==> config.mk <==
export PLATFORM = sky130hd
export DESIGN_NAME = uart_tx_engine
export DESIGN_NICKNAME = d
export VERILOG_FILES = /design/src/rtl/uart_pkg.sv /design/src/rtl/uart_baud_gen.sv /design/src/rtl/uart_tx_engine.sv
export SDC_FILE = /design/constraint.sdc
export NUM_CORES = 1
export LEC_CHECK = 0
export CAP_MARGIN = 20
export CORE_MARGIN = 2
export CORE_UTILIZATION = 30
export CTS_BUF_LIST = sky130_fd_sc_hd__clkbuf_16
export CTS_CLUSTER_DIAMETER = 60
export CTS_CLUSTER_SIZE = 40
export DETAILED_ROUTE_END_ITERATION = 12
export GPL_TIMING_DRIVEN = 0
export PLACE_DENSITY_LB_ADDON = 0.1
export SLEW_MARGIN = 30
export SYNTH_ARGS = -nofsm -noshare
export SYNTH_HDL_FRONTEND = slang
export SYNTH_SLANG_ARGS = --single-unit
==> constraint.sdc <==
create_clock -name clk -period 2.4 [get_ports clk]
set_input_delay 0.6 -clock clk [delete_from_list [all_inputs] [get_ports clk]]
set_output_delay 0.6 -clock clk [all_outputs]
set_load 0.02 [all_outputs]
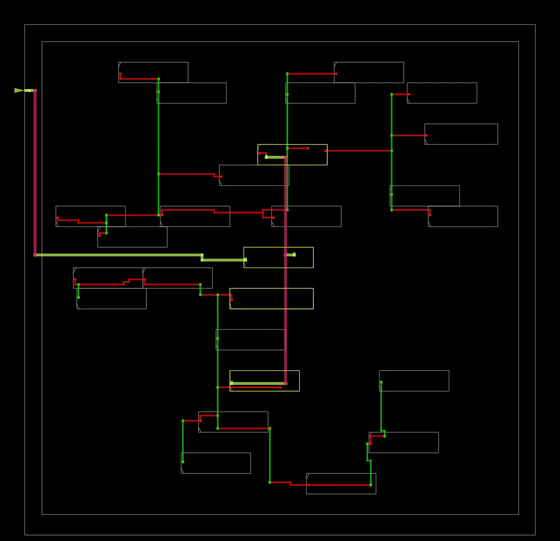
**Above:** run 1 (clock wiring as the flow saved it).
clk sinks: 22
Insertion Delay late pin: 260 ps
Clock Skew: 4.13 ps
Clock Power: 0.474 mW

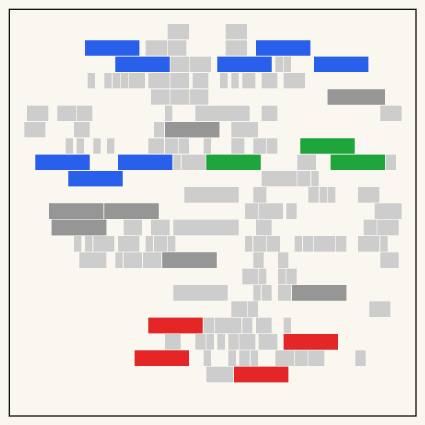
**Above:** run 1 (sequential cells coloured by netlist name).
(6 px per um) Other sequential cells in the stronger grey, the rest of the logic in the fainter grey.
signal	colour	sequential cells
`shift_q`	blue	8
`state_q`	green	3
`bit_q`	red	4
not coloured	7
Seq area share: 35.9%
FF+latch area: 552 um^2

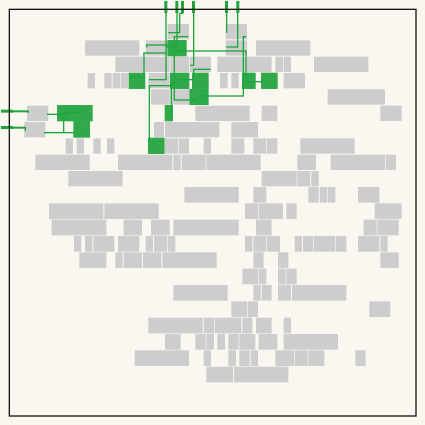
**Above:** run 1 (nets reached from selected ports).
(6 px per um)
port	colour	bits	direction	edge	end cells	wire
`fifo_data`	green	8	input	6 north, 2 west	12	163 um
IO Pins: 16
I/O Buffers: 15

==> deck_impl_summary.md, run 1 <==
Physical Implementation Snapshot

Clock network
  • Clk slew on worst S/H paths: 60 ps
  • H-tree depth: 1
  • Clk root buf: clkbuf_16
  • Cts hold-fix bufs: 0

Hold path
  • Hold Path Class: in -> async

Layout
  • Fin nets: 163
  • Final non-clock buffer share: 12.7%
  • Non-clock inverters: 4
  • Most frequent logic cell in the layout: dfrtp_1
  • Final sequential cell count: 22
  • Layout Area Growth over Synthesis: 26.8%
  • Max reg flops: 8
  • Most frequent logic cells in the routed design: 21 x dfrtp_1, 18 x nand2_1, 12 x nor2_1, 12 x clkdlybuf4s50_1, 7 x xnor2_1

Floorplanning
  • Height of the chip: 67.5 um
  • Fp_density: 30.7%

Final timing
  • Setup-failing EPs final: 0
  • Final worst path period need: 2290 ps
  • Final slew viol count: 0
  • Fin. Hold Viols: 0
  • Actual slew at the worst max-slew pin: 509 ps

Placement
  • Area after DPL: 1420 um^2

Logic synthesis
  • Net count after synthesis: 143
  • Post-Synthesis Cell Area: 1210 um^2
  • Leading area contributor after synthesis: dfrtp_1
  • # Cells Yosys: 128
  • Count leader, synth: dfrtp_1
  • Number of enable flip-flop cells: 0
  • Biggest area cells: dfrtp_1 43%, nand2_1 5.6%, xnor2_1 5.1%, a22oi_1 3.7%, nor2_1 3.7%

Drt
  • 1st-iter DRT viols: 63
  • Via count: 969

Worst setup path
  • Worst Path Max Fanout: 7
  • Crit path buf inv count: 2
  • Critical path's largest stage delay: 540 ps
  • CP top delay family: buffers and inverters

Outcome
  • Status: complete, no violations

Flow run
  • Max Cap Violations: 0

Power
  • Power Dens Cells: 1130 nW/um^2
  • Comb power: 0.624 mW
  • Sequential share of power: 36.8%

GRT
  • Largest net degree at the start of global routing: 23
## run 1: routing by layer
| metal | wire (um) | up-vias | GRT usage, % |
|---|---|---|---|
| li1 | - | 488 | - |
| met1 | 1300 | 463 | 18.1 |
| met2 | 1050 | 13 | 17.6 |
| met3 | 82 | 5 | 3.00 |
| met4 | 51 | 0 | 6.12 |
| met5 | 0 | - | 0 |
## run 1: cell families (layout without fill, tap and decap cells)
kind of cell / count (synthesis) / count (layout) / synth area share (%)
fa+ha+maj: 3 / 3 / 3.10
buf+inv: 11 / 30 / 4.96
flops: 22 / 22 / 45.6
compound gates: 29 / 29 / 16.9
simple gates: 52 / 52 / 21.2
xor+xnor: 8 / 8 / 5.79
mux: 3 / 3 / 2.48
**Run 1: cell density map**

(4 px per um) 7 x 7 tiles, from dark purple (low) to yellow (high), 0 to 100% covered.
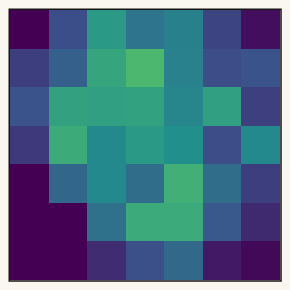

==> run 2: changes to the inputs <==
Settings changed: CORE_MARGIN 2 to 10, CTS_CLUSTER_SIZE 40 to 8, SETUP_SLACK_MARGIN set to 0.4.
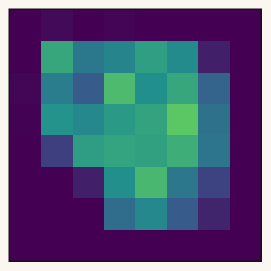
**Above:** run 2 (cell density map).
(3 px per um) 8 x 8 tiles, from dark purple (low) to yellow (high), 0 to 100% covered.
densest ninth of the die	centre
emptiest ninth of the die	south-west
mean over tiles	23%
nearly empty tiles	47%
fin util: 42.0%
fp_density: 30.7%

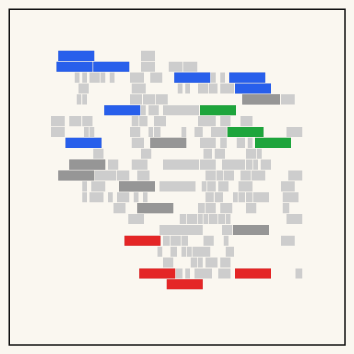
**Above:** run 2 (sequential cells coloured by netlist name).
(4 px per um) Other sequential cells in the stronger grey, the rest of the logic in the fainter grey.
signal	colour	sequential cells
`state_q`	green	3
`shift_q`	blue	8
`bit_q`	red	4
Seq area share: 33.4%
seq pwr: 0.624 mW

==> run 2 against run 1 <==
  * Cell area grew 7.7%
  * Non-clock buffer count increased by 11
  * First-iteration DRC count decreased by 13%
  * Clock-buffer cell count is the same
  * Highest routed layer unchanged
==> deck_impl_summary.md, run 2 <==
Physical Implementation Snapshot

Hold path
  • Hold Path Class: in -> async

Placement
  • I/O Buffers: 15
  • Area after DPL: 1420 um^2

Floorplanning
  • IO Pins: 16
  • Die width: 83.5 um

Logic synthesis
  • Synth mux share: 2.48%
  • Net count after synthesis: 143
  • Simple share: 21.2%
  • Compound Share, Synth: 16.9%
  • Xor+xnor area frac: 5.79%
  • Post-Synth Adder-Cell Area: 3.10%
  • # Cells Yosys: 128
  • Leading area contributor after synthesis: dfrtp_1
  • Number of enable flip-flop cells: 0
  • Count leader, synth: dfrtp_1
  • Syn_area_per_cell: 9.46 um^2
  • Post-Synthesis Cell Area: 1210 um^2

Final timing
  • Final worst path period need: 2030 ps
  • Setup-failing EPs final: 0
  • Fin. Hold Viols: 0
  • Final slew viol count: 0
  • Clock Skew: 2.08 ps
  • Actual slew at the worst max-slew pin: 504 ps

Outcome
  • Status: complete, no violations

Clock network
  • Clk slew on worst S/H paths: 60 ps
  • H-tree depth: 1
  • Clk root buf: clkbuf_16
  • Clk sinks: 22
  • Cts hold-fix bufs: 0
  • Insertion Delay late pin: 250 ps

Flow run
  • Max Cap Violations: 0

Drt
  • Via count: 1016

Worst setup path
  • Critical path's largest stage delay: 370 ps
  • CP top delay family: simple AND/OR/NAND/NOR gates
  • Crit path buf inv count: 3
  • Worst Path Max Fanout: 6

Layout
  • Max reg flops: 8
  • Most frequent logic cells in the routed design: 21 x dfrtp_1, 18 x nand2_1, 12 x buf_4
  • Non-clock inverters: 4
  • Final sequential cell count: 22
  • Layout Area Growth over Synthesis: 36.6%
  • Final non-clock buffer share: 17.2%

Power
  • Sequential share of power: 34.2%
  • Power Dens Cells: 1100 nW/um^2
  • Lkg Pwr: 0.731 nW

GRT
  • Largest net degree at the start of global routing: 23
[run 2: metal layers]
metal | global-route usage [%] | up-vias | routed length [um]
met5 | 0 | - | 0
met4 | 3.04 | 0 | 22
met3 | 2.44 | 2 | 104
met2 | 11.7 | 12 | 1260
met1 | 9.71 | 495 | 1300
li1 | - | 507 | -
[run 2: power by group through the flow]
stage / Combinational (mW) / Clock [mW] / Sequential (mW)
final: 0.731 / 0.470 / 0.624
after global routing: 0.831 / 0.498 / 0.645
after CTS: 0.720 / 0.480 / 0.621
after detailed placement: 0.625 / 0 / 0.642
after global placement: 0.609 / 0 / 0.636
after floorplan: 0.470 / 0 / 0.627
Power is estimated from default activity; no workload was simulated.
